<file path="src/rtl/pwm_mixer_if.sv">
// Bus between a sample source and the PWM mixer: enable, channel samples and
// mode in; latched level, sample strobe and modulator output back.
interface pwm_mixer_if #(
    parameter int CHANNELS = 4,
    parameter int SAMPLE_W = 4
);
    localparam int OUT_W = SAMPLE_W + $clog2(CHANNELS);

    logic                         ena;
    logic [CHANNELS*SAMPLE_W-1:0] samples;
    logic [CHANNELS-1:0]          mute;
    logic                         mode;
    logic [OUT_W-1:0]             level;
    logic                         sample_strobe;
    logic                         pwm;

    modport master (output ena, samples, mute, mode, input level, sample_strobe, pwm);
    modport slave  (input ena, samples, mute, mode, output level, sample_strobe, pwm);
endinterface

</file>
<file path="src/rtl/pwm_mixer.sv">
// Multi-channel sample mixer feeding a PWM / first-order sigma-delta modulator.
// A new mix is latched once per modulator period of 2^OUT_W prescaled ticks.
module pwm_mixer #(
    parameter int CHANNELS  = 4,
    parameter int SAMPLE_W  = 4,
    parameter int PRESC_DIV = 32
) (
    input  logic        clock,
    input  logic        reset,
    pwm_mixer_if.slave  bus
);
    localparam int OUT_W = SAMPLE_W + $clog2(CHANNELS);
    localparam int PW    = (PRESC_DIV > 1) ? $clog2(PRESC_DIV) : 1;
    localparam logic [PW-1:0] PRESC_LAST = PW'(PRESC_DIV - 1);

    logic [PW-1:0]    presc;
    logic [OUT_W-1:0] period, period_next;
    logic [OUT_W-1:0] level_q, level_next, mix;
    logic [OUT_W-1:0] acc, acc_base;
    logic [OUT_W:0]   acc_sum;
    logic             act_mode, mode_next;
    logic             tick, boundary;

    always_comb begin
        mix = '0;
        for (int c = 0; c < CHANNELS; c++)
            if (!bus.mute[c])
                mix = mix + OUT_W'(bus.samples[c*SAMPLE_W +: SAMPLE_W]);
    end

    assign tick        = bus.ena && (presc == PRESC_LAST);
    assign boundary    = tick && (&period);
    assign period_next = period + OUT_W'(1);

    // The boundary tick already modulates with the freshly latched level and
    // mode, so the new period starts cleanly from its first tick.
    assign level_next  = boundary ? mix : level_q;
    assign mode_next   = boundary ? bus.mode : act_mode;
    assign acc_base    = (boundary && (bus.mode != act_mode)) ? '0 : acc;
    assign acc_sum     = {1'b0, acc_base} + {1'b0, level_next};

    always_ff @(posedge clock or posedge reset) begin
        if (reset) begin
            presc             <= '0;
            period            <= '0;
            level_q           <= '0;
            acc               <= '0;
            act_mode          <= 1'b0;
            bus.pwm           <= 1'b0;
            bus.sample_strobe <= 1'b0;
        end else begin
            bus.sample_strobe <= boundary;
            if (bus.ena)
                presc <= tick ? '0 : presc + PW'(1);
            if (tick) begin
                period   <= period_next;
                level_q  <= level_next;
                act_mode <= mode_next;
                if (mode_next) begin
                    // Carry out of the accumulator is the sigma-delta bit.
                    acc     <= acc_sum[OUT_W-1:0];
                    bus.pwm <= acc_sum[OUT_W];
                end else begin
                    acc     <= '0;
                    bus.pwm <= (period_next < level_next);
                end
            end
        end
    end

    assign bus.level = level_q;
endmodule

</file>
<file path="src/flat_wrapper.sv">
// flat-port wrapper written by rule: the top's interface ports become plain ports
module pwm_mixer_flat 
#(
    parameter int CHANNELS  = 4,
    parameter int SAMPLE_W  = 4,
    parameter int PRESC_DIV = 32
)
  (clock, reset, bus_ena, bus_samples, bus_mute, bus_mode, bus_level, bus_sample_strobe, bus_pwm);
  pwm_mixer_if #(.CHANNELS(CHANNELS), .SAMPLE_W(SAMPLE_W)) bus_i ();
  input  logic clock;
  input  logic reset;
  input wire logic [$bits(bus_i.ena)-1:0] bus_ena;
  input wire logic [$bits(bus_i.samples)-1:0] bus_samples;
  input wire logic [$bits(bus_i.mute)-1:0] bus_mute;
  input wire logic [$bits(bus_i.mode)-1:0] bus_mode;
  output wire logic [$bits(bus_i.level)-1:0] bus_level;
  output wire logic [$bits(bus_i.sample_strobe)-1:0] bus_sample_strobe;
  output wire logic [$bits(bus_i.pwm)-1:0] bus_pwm;
  assign bus_i.ena = bus_ena;
  assign bus_i.samples = bus_samples;
  assign bus_i.mute = bus_mute;
  assign bus_i.mode = bus_mode;
  assign bus_level = bus_i.level;
  assign bus_sample_strobe = bus_i.sample_strobe;
  assign bus_pwm = bus_i.pwm;
  pwm_mixer #(.CHANNELS(CHANNELS), .SAMPLE_W(SAMPLE_W), .PRESC_DIV(PRESC_DIV)) u_core (.clock(clock), .reset(reset), .bus(bus_i));
endmodule
</file>
<file path="config.mk">
export PLATFORM = sky130hd
export DESIGN_NAME = pwm_mixer_flat
export DESIGN_NICKNAME = d
export VERILOG_FILES = /design/src/rtl/pwm_mixer_if.sv /design/src/rtl/pwm_mixer.sv /design/src/flat_wrapper.sv
export SDC_FILE = /design/constraint.sdc
export NUM_CORES = 1
export LEC_CHECK = 0
export CAP_MARGIN = 20
export CORE_ASPECT_RATIO = 1.4
export CORE_UTILIZATION = 39
export DETAILED_ROUTE_END_ITERATION = 8
export MAX_ROUTING_LAYER = met4
export SLEW_MARGIN = 20
export SYNTH_ARGS = -nofsm -noshare
export SYNTH_HDL_FRONTEND = slang
export SYNTH_SLANG_ARGS = --single-unit
export TNS_END_PERCENT = 5
</file>
<file path="constraint.sdc">
create_clock -name clock -period 9.9 [get_ports clock]
set_clock_uncertainty 0.15 [all_clocks]
set_input_delay 2.475 -clock clock [delete_from_list [all_inputs] [get_ports clock]]
set_output_delay 2.475 -clock clock [all_outputs]
set_load 0.02 [all_outputs]
</file>
Figure 1. The metal 1 layer (run 1).
Supply wires on this layer in grey.
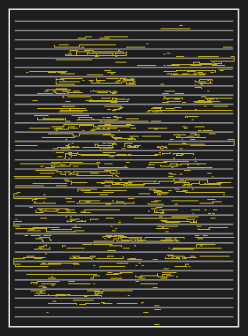
longest straight run: 23.0 um
wire length on this layer: 2,090 um
main direction: horizontal
share of all routed wire: 42%
nets with wire on the layer: 304
drt total wl: 4.999 mm
vias post-DR: 1,856
met1 Track Usage GR: 0.1962

Figure 2. Clock nets (run 1).
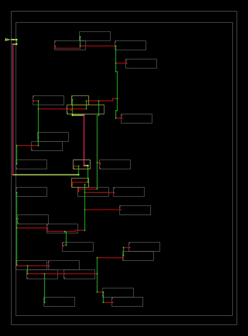
CTS buffer count: 3
Late-Pin Clk Latency: 0.28 ns
clock buffers: 3
P_clk: 0.0897 mW
total clock sinks: 26

==> flow_summary.toml, run 1 <==
# flow metrics
[critical_path]
path_max_fanout = 5
cp_slowest_cell = "clkdlybuf4s50_1"
startpoint = "bus_mute[0]"
worst_ep_required_time_ns = 9.91
path_delay_family = "adder cells"
critPathMaxStageDelay_ns = 0.48
crit_buf_inv = 4
crit_arrival_ns = 7.77
cp-end-kind = "register"
path_class = "in -> reg"
start_kind = "input pin"
r2r-start = "u_core.presc[0]"
crit_top_cell = "ha_1"

[global_route]
track_usage = 0.1800
grtUsageMet2 = 0.3200
top_usage_layer = "met2"
first_global_vias = 1827
grtUsageMet3 = 0.01951
grt_start_max_net_pins = 27
antenna_found_initial = 0
overflow = 0
grt_pass1_wl_mm = 8.300

[status]
status = "completed"

[timing]
slew_violations = 0
rsz0062_at_grt = "no"
whs_ns = 0.3372
worst_pin_slew_ns = 0.7343
hold_violations = 0
slew_headroom = 0.5093
period_used_share = 0.7837
setup_viol = 0
period_minus_slack_ns = 7.759
fin_setup_tns_ns = 0
worst_slack_ns = 2.141
max_clock_freq_mhz = 128.9

[floorplan]
coreArea_um2 = 5605
chip_area_um2 = 6241
die_y_um = 93.08
ios = 32
die_w_um = 67.06
rows = 32
initCoreUtil = 0.4123

[finish]
layout.cells.most_common = "clkdlybuf4s50_1"
area_growth_syn_to_layout_pct = 17.92
utilization = 0.4862
drive_above_1_share = 0.06338
n_antenna_cell = 0
stdcell_count = 352
design_area_um2 = 2725
final_cell_mix = "clkdlybuf4s50_1 (31), dfrtp_1 (26), inv_1 (25)"
fillers = 565
final_nets = 336

[power_and_ir_drop]
p_seq_frac = 0.384
power_switching_mw = 0.1014
p_comb_mw = 0.114
power_mw = 0.3313
p_per_area_nw_per_um2 = 121.6
pwr-share-comb = 0.345
vdd_ir_drop_max_mv = 0.1214
share_clk_of_total_power = 0.271
power.group.top = "sequential cells"
internal-power_mw = 0.2298
seq_power_mw = 0.127
swShare = 0.3062
power.leakage_nw = 1.263

[logic_synthesis]
syn-instance-count = 257
syn_area_um2 = 2311
edf_count = 0
avgSynthCellArea_um2 = 8.992
synthArstFlopShare = 1.000
mux_share = 0.04602
xor_area_frac = 0.07201
ys_cells = 257
ys_ff = 26
ys_top_logic_family = "AND-OR/OR-AND gates"
yosys_warnings = 0
top_cells_by_area = "dfrtp_1 (28%), ha_1 (12%), inv_1 (4.2%)"
synth-simple-area-share = 0.1825
synth.largest_area_cell = "dfrtp_1"
ys_sh_adder = 0.1635
ys_chip_area_um2 = 2311
ys_types = 50
netlist.area_leader.share = 0.2815
ys_seq_frac = 0.2815
fp_nets = 308
ys.flop_type = "dfrtp_1"
synthTopCellsByCount = "dfrtp_1 (26), inv_1 (26), ha_1 (23)"
synthAoiAreaFrac = 0.1873

[detailed_routing]
met3WireLength_um = 189
viasPerCell = 5.273
ant_nets = 0
first_pass_iters = 4
drt_iter0_markers = 38
top_layer = "met4"
wl_met2_mm = 2.589
avgRoutedWirePerCell_um = 14.20
m1WireLength_mm = 2.091
route.detailed.drc = 0

[placed_design]
numPortBuffers = 31
dp_cells = 348
post_dp_cell_area_um2 = 2654
gp_congestion = 0.8132
dp_slack_ns = 1.794
place_hpwl_mm = 4.034

[cts]
cts_tree = "yes"
cts-resized-gates = 0
ctsHoldBuffers = 0
cts_setup_buffers = 0
clock_path_buffers = 2
cts_max_level = 1
clk_pin_slew_ns = 0.09
cts_root_buf = "clkbuf_8"

[worst_hold_path]
min_from = "u_core.acc[0]"
hold_path_class = "reg -> reg"

[job]
warnings = 26
maxCapViolations = 0
Figure 3. Close-up of the layout (run 1).
Scale bar: 10 um. Region (19, 32) to (49, 62) um. Cells in grey, sequential cells in the stronger grey; small squares are vias.
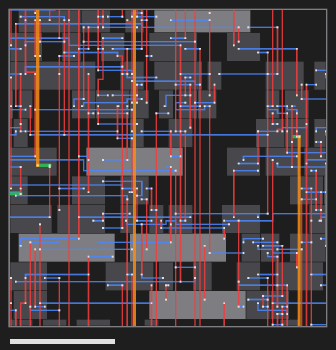
legend:
  met4:
    colour: orange
  met2:
    colour: red
  met1:
    colour: blue
  met3:
    colour: green
most frequent: nor2b_1 (6), o21ai_0 (6)
netlist names of flops here include: u_core.acc (2), u_core.bus.level (2)
sequential cells in the window: 5
cells with their middle in the window: 62

Figure 4. Routed metal, one colour a layer (run 1).
Two of the layers only.
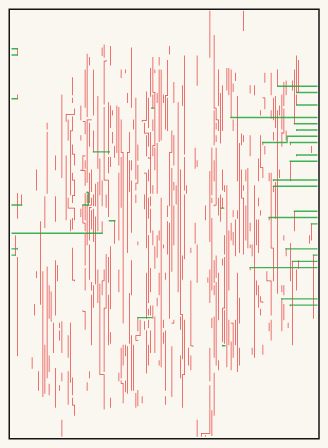
legend:
  met2:
    colour: red
    wire_length: 2,590 um
  met3:
    colour: green
    wire_length: 189 um

## run 1: area by class of cell
cell class                      count  area [um2]  area share
Tap cell                           68       85.08     0.03122
Sequential cell                    26       650.6      0.2388
Clock inverter                      1       30.03     0.01102
Inverter                           27       102.6     0.03765
Timing Repair Buffer               31       310.3      0.1139
Multi-Input combinational cell    196        1505      0.5523
Clock buffer                        3       41.29     0.01515
## run 1: final timing paths
kind | endpoint | slack, ns | cells after the start
min | u_core.acc[0] | 0.34 | 2
max | u_core.acc[5] | 2.14 | 26
min in group asynchronous | u_core.acc[0] | 2.41 | 2
min reg2reg | u_core.acc[0] | 0.34 | 2
max in group asynchronous | u_core.acc[2] | 6.82 | 2
max reg2reg | u_core.bus.pwm | 5.26 | 19
==> run 2, diff against run 1 <==
clock period = 7.3 ns   (was 9.9 ns; I/O delays follow)
Figure 5. Nets reached from selected ports (run 2).
Scale bar: 20 um.
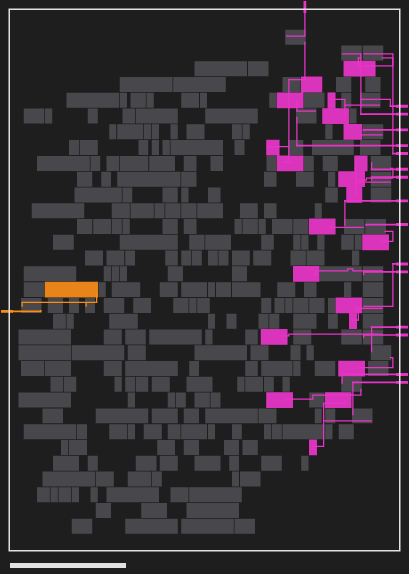
legend:
  bus_samples:
    colour: magenta
    bits: 16
    direction: input
    end_cells: 23
    wire: 348 um
  bus_pwm:
    colour: orange
    bits: 1
    direction: output
    end_cells: 1
    wire: 20.6 um

==> run 2 against run 1 <==
Combinational power grew 44%. Sequential power grew 36%. Core utilization grew 1.5 points. Highest routed layer unchanged. Critical path depth shrank 3. Global-route usage grew 0.056 points. Critical path type unchanged. Register-to-register slack lost 2.3 ns. Wire length grew 2.4%.
==> flow_summary.toml, run 2 <==
# flow metrics
[job]
warnings = 26
maxCapViolations = 0

[logic_synthesis]
ys_ff = 26
top_cells_by_area = "dfrtp_1 (28%), ha_1 (12%), inv_1 (4.2%)"
synthArstFlopShare = 1.000
ys.flop_type = "dfrtp_1"
fp_nets = 308
ys_types = 50
ys_top_logic_family = "AND-OR/OR-AND gates"
ys_sh_adder = 0.1635
netlist.area_leader.share = 0.2815
mux_share = 0.04602
yosys_warnings = 0
ys_chip_area_um2 = 2311
synth.largest_area_cell = "dfrtp_1"
syn_area_um2 = 2311
synth-simple-area-share = 0.1825
xor_area_frac = 0.07201
syn-instance-count = 257
avgSynthCellArea_um2 = 8.992
edf_count = 0
synthAoiAreaFrac = 0.1873
ys_cells = 257
synthTopCellsByCount = "dfrtp_1 (26), inv_1 (26), ha_1 (23)"

[power_and_ir_drop]
p_per_area_nw_per_um2 = 163.4
pwr-share-comb = 0.357
power_mw = 0.4587
seq_power_mw = 0.173
pg_clk_mw = 0.122
power.leakage_nw = 1.314
share_clk_of_total_power = 0.267
power.group.top = "sequential cells"
vdd_ir_drop_max_mv = 0.1467
power_switching_mw = 0.1419
p_comb_mw = 0.164
internal-power_mw = 0.3167
swShare = 0.3095
p_seq_frac = 0.376

[timing]
slew_violations = 0
worst_slack_ns = 0.3560
hold_violations = 0
setup_viol = 0
whs_ns = 0.3348
max_clock_freq_mhz = 144.0
fin_setup_tns_ns = 0
rsz0062_at_grt = "no"
worst_pin_slew_ns = 0.5382
period_used_share = 0.9512
slew_headroom = 0.6407
period_minus_slack_ns = 6.944

[critical_path]
r2r-start = "u_core.presc[0]"
start_kind = "input pin"
startpoint = "bus_mute[0]"
crit_buf_inv = 2
ff2ff_setup_slack_ns = 2.95
path_cells = "clkdlybuf4s50_1 > nor2b_1 > ha_1 > inv_1 > fa_1 > nor2b_1 > nor3_1 > xor2_1 > ha_1 > xnor2_1 > mux2_2 > ha_1 > nor2b_1 > nor3_1 > a21oi_1 > o21ai_0 > ha_1 > o21ai_0 > o21bai_1 > a21oi_1 > or3b_4 > a32oi_1 > nand3_1"
worst_ep_required_time_ns = 7.31
path_class = "in -> reg"
path_max_fanout = 4
rr_endpoint = "u_core.bus.pwm"
critPathCapture = "u_core.acc[5]"
worstSetupPathDepth = 23
cp_slowest_cell = "clkdlybuf4s50_1"
critPathMaxStageDelay_ns = 0.47
path_delay_family = "adder cells"
crit_top_cell = "ha_1"

[cts]
cts_root_buf = "clkbuf_8"
clock_sinks = 26
cts_max_level = 1
clk_pin_slew_ns = 0.09
ctsHoldBuffers = 0
cts_tree = "yes"
numCtsBuffers = 3
clock_path_buffers = 2

[placed_design]
post_dp_cell_area_um2 = 2721
dp_cells = 357
gp_congestion = 0.8622
dp_slack_ns = -0.02409
place_hpwl_mm = 4.089
numPortBuffers = 31

[global_route]
first_global_vias = 1916
overflow = 0
grtUsageMet1 = 0.1849
grt_start_max_net_pins = 27
antenna_found_initial = 0
grtUsageMet2 = 0.3467
grtUsageMet3 = 0.01463
top_usage_layer = "met2"
grt_pass1_wl_mm = 8.390

[finish]
design_area_um2 = 2806
final_nets = 346
layout.cells.most_common = "clkdlybuf4s50_1"
utilization = 0.5007
drive_above_1_share = 0.1020
area_growth_syn_to_layout_pct = 21.44
n_antenna_cell = 0
stdcell_count = 362
final_cell_mix = "clkdlybuf4s50_1 (31), dfrtp_1 (26), inv_1 (25)"
fillers = 557

[detailed_routing]
ant_nets = 0
m1WireLength_mm = 2.090
wl_met2_mm = 2.759
viasPerCell = 5.265
vias = 1906
first_pass_iters = 4
route.detailed.drc = 0
top_layer = "met4"
routed_wl_mm = 5.121
avgRoutedWirePerCell_um = 14.15
drt_iter0_markers = 52

[floorplan]
initCoreUtil = 0.4123
coreArea_um2 = 5605
die_w_um = 67.06
chip_area_um2 = 6241
rows = 32
die_y_um = 93.08
ios = 32

[worst_hold_path]
min_from = "u_core.acc[4]"
hold-path-endpoint = "u_core.acc[4]"
hold_depth = 2
hold_path_class = "reg -> reg"

[status]
status = "completed"
run 2: cell types whose count changed in the layout (fill, tap and decap cells not counted):
cell	delta
buf_4	+10
mux2i_1	-1
nor2b_2	+1
mux2i_2	+1
nor2b_1	-1
run 2: final cells by class:
cell class	instances	area, um2	share of cell area
timing repair buffer	41	385.4	0.1373
inverter	27	102.6	0.03656
tap	68	85.08	0.03032
sequential	26	650.6	0.2318
clock buffer	3	41.29	0.01471
clock inverter	1	30.03	0.01070
multi-input combinational	196	1511	0.5386
run 2: timing repair:
action | CTS | global route
buffers inserted | 0 | 1
gates resized | 0 | 2
endpoints found under the setup margin | 0 | 1
run 2: cell families after synthesis:
kind of cell | Yosys count
AOI/OAI and AO/OA | 62
xor gates and xnor gates | 19
adders and majority gates | 28
buffers and inverters | 35
DFF | 26
muxes | 9
and+or+nand+nor | 78
==> run 3, diff against run 2 <==
CORE_MARGIN = 4   (was default)
Figure 6. Routed metal, one colour a layer (run 3).
Two of the layers only.
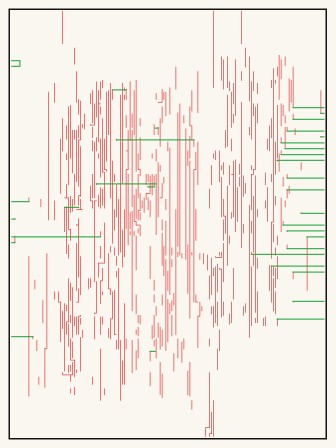
legend:
  met3:
    colour: green
    wire_length: 247 um
  met2:
    colour: red
    wire_length: 2,580 um
vias post-DR: 1,917
average wire per standard cell: 14.09 um
GRT Util Overall: 0.1525

==> run 3 against run 2 <==
Power fell by 1.1%. Clock-buffer cell count did not move. Worst hold slack barely moved. Setup slack got worse by 0.0040 ns. First-iteration DRC count rose by 23%. Flip-flop count did not move. Non-clock buffer count fell by 2. Core utilization rose by 0.44 points. Global-route usage fell by 2.8 points.
==> flow_summary.toml, run 3 <==
# flow metrics
[status]
status = "completed"

[finish]
buffer_area_frac = 0.1360
area_growth_syn_to_layout_pct = 23.39
logic_area_um2 = 1554
drive_above_1_share = 0.1233
inv_count = 27
comb_share = 0.5450
final_cell_mix = "clkdlybuf4s50_1 (31), dfrtp_1 (26), inv_1 (25)"
seq_share = 0.2282
layout.cells.most_common = "clkdlybuf4s50_1"

[logic_synthesis]
fp_nets = 308
ys_sh_adder = 0.1635
synthTopCellsByCount = "dfrtp_1 (26), inv_1 (26), ha_1 (23)"
ys_ff = 26
synthAoiAreaFrac = 0.1873
synth-simple-area-share = 0.1825
mux_share = 0.04602
yosys_warnings = 0
syn_area_um2 = 2311
ys_top_logic_family = "AND-OR/OR-AND gates"
ys_types = 50
ys_cells = 257
ys.flop_type = "dfrtp_1"

[timing]
worst_slack_ns = 0.3520
period_minus_slack_ns = 6.948
max_clock_freq_mhz = 143.9
worst_pin_slew_ns = 0.4040
hold_violations = 0

[power_and_ir_drop]
p_comb_mw = 0.162
power.group.top = "sequential cells"
p_seq_frac = 0.382
power_switching_mw = 0.1379
internal-power_mw = 0.3156
share_clk_of_total_power = 0.261
seq_power_mw = 0.173
p_per_area_nw_per_um2 = 159.0

[global_route]
overflow = 0
grtUsageMet2 = 0.2619
antenna_found_initial = 0
grtUsageMet1 = 0.1770
grtUsageMet3 = 0.01939

[critical_path]
path_class = "in -> reg"
path_max_fanout = 5
path_cells = "clkdlybuf4s50_1 > nor2b_1 > ha_2 > inv_1 > fa_1 > nor2b_1 > nor3_2 > xor2_1 > ha_1 > xnor2_1 > mux2_2 > ha_1 > nor2b_2 > o21ai_0 > a21oi_1 > xnor2_1 > xnor2_1 > mux2i_2 > inv_1 > ha_4 > a21oi_2 > or3b_4 > a32oi_1 > nand3_1"
startpoint = "bus_mute[0]"
worst_ep_required_time_ns = 7.30
critPathCapture = "u_core.acc[5]"

[job]
warnings = 26

[detailed_routing]
ant_nets = 0
top_layer = "met4"
viasPerCell = 5.325
m1WireLength_mm = 2.149

[cts]
cts_root_buf = "clkbuf_8"
numCtsBuffers = 3
clock_path_buffers = 2
clock_sinks = 26
cts_setup_buffers = 0
ctsHoldBuffers = 0

[worst_hold_path]
hold_path_class = "reg -> reg"

[placed_design]
dp_slack_ns = -0.1481
place_hpwl_mm = 3.999
numPortBuffers = 31

[floorplan]
nWellTaps = 68
chip_area_um2 = 7238
ios = 32
die_y_um = 99.08
die_w_um = 73.06
rows = 32
coreArea_um2 = 5645
-- run 3: cell counts after synthesis --
No cell type changed its count.
-- run 3: stage by stage --
step | std cells | hold slack (ns) | utilization | instance area (um2) | power [mW]
after floorplan | 257 | 0.2854 | - | 2311 | 0.2911
after detailed placement | 353 | 0.3136 | 0.4767 | 2691 | 0.3346
after global placement | 353 | 0.3066 | 0.4767 | 2691 | 0.3306
after CTS | 357 | 0.3380 | 0.4894 | 2763 | 0.4559
final | 360 | 0.3353 | 0.5051 | 2851 | 0.4535
after global routing | 360 | 0.3720 | 0.5051 | 2851 | 0.4933
-- run 3: worst max-delay path: cells and delay by family --
kind	cells	cell delay, ns
and+or+nand+nor	6	1.16
muxes	2	0.50
AOI/OAI and AO/OA	4	0.62
buffers and inverters	3	0.65
adders and majority gates	5	1.50
xor gates and xnor gates	4	0.70
No activity file was given, so power comes from the tool's default toggle rates.
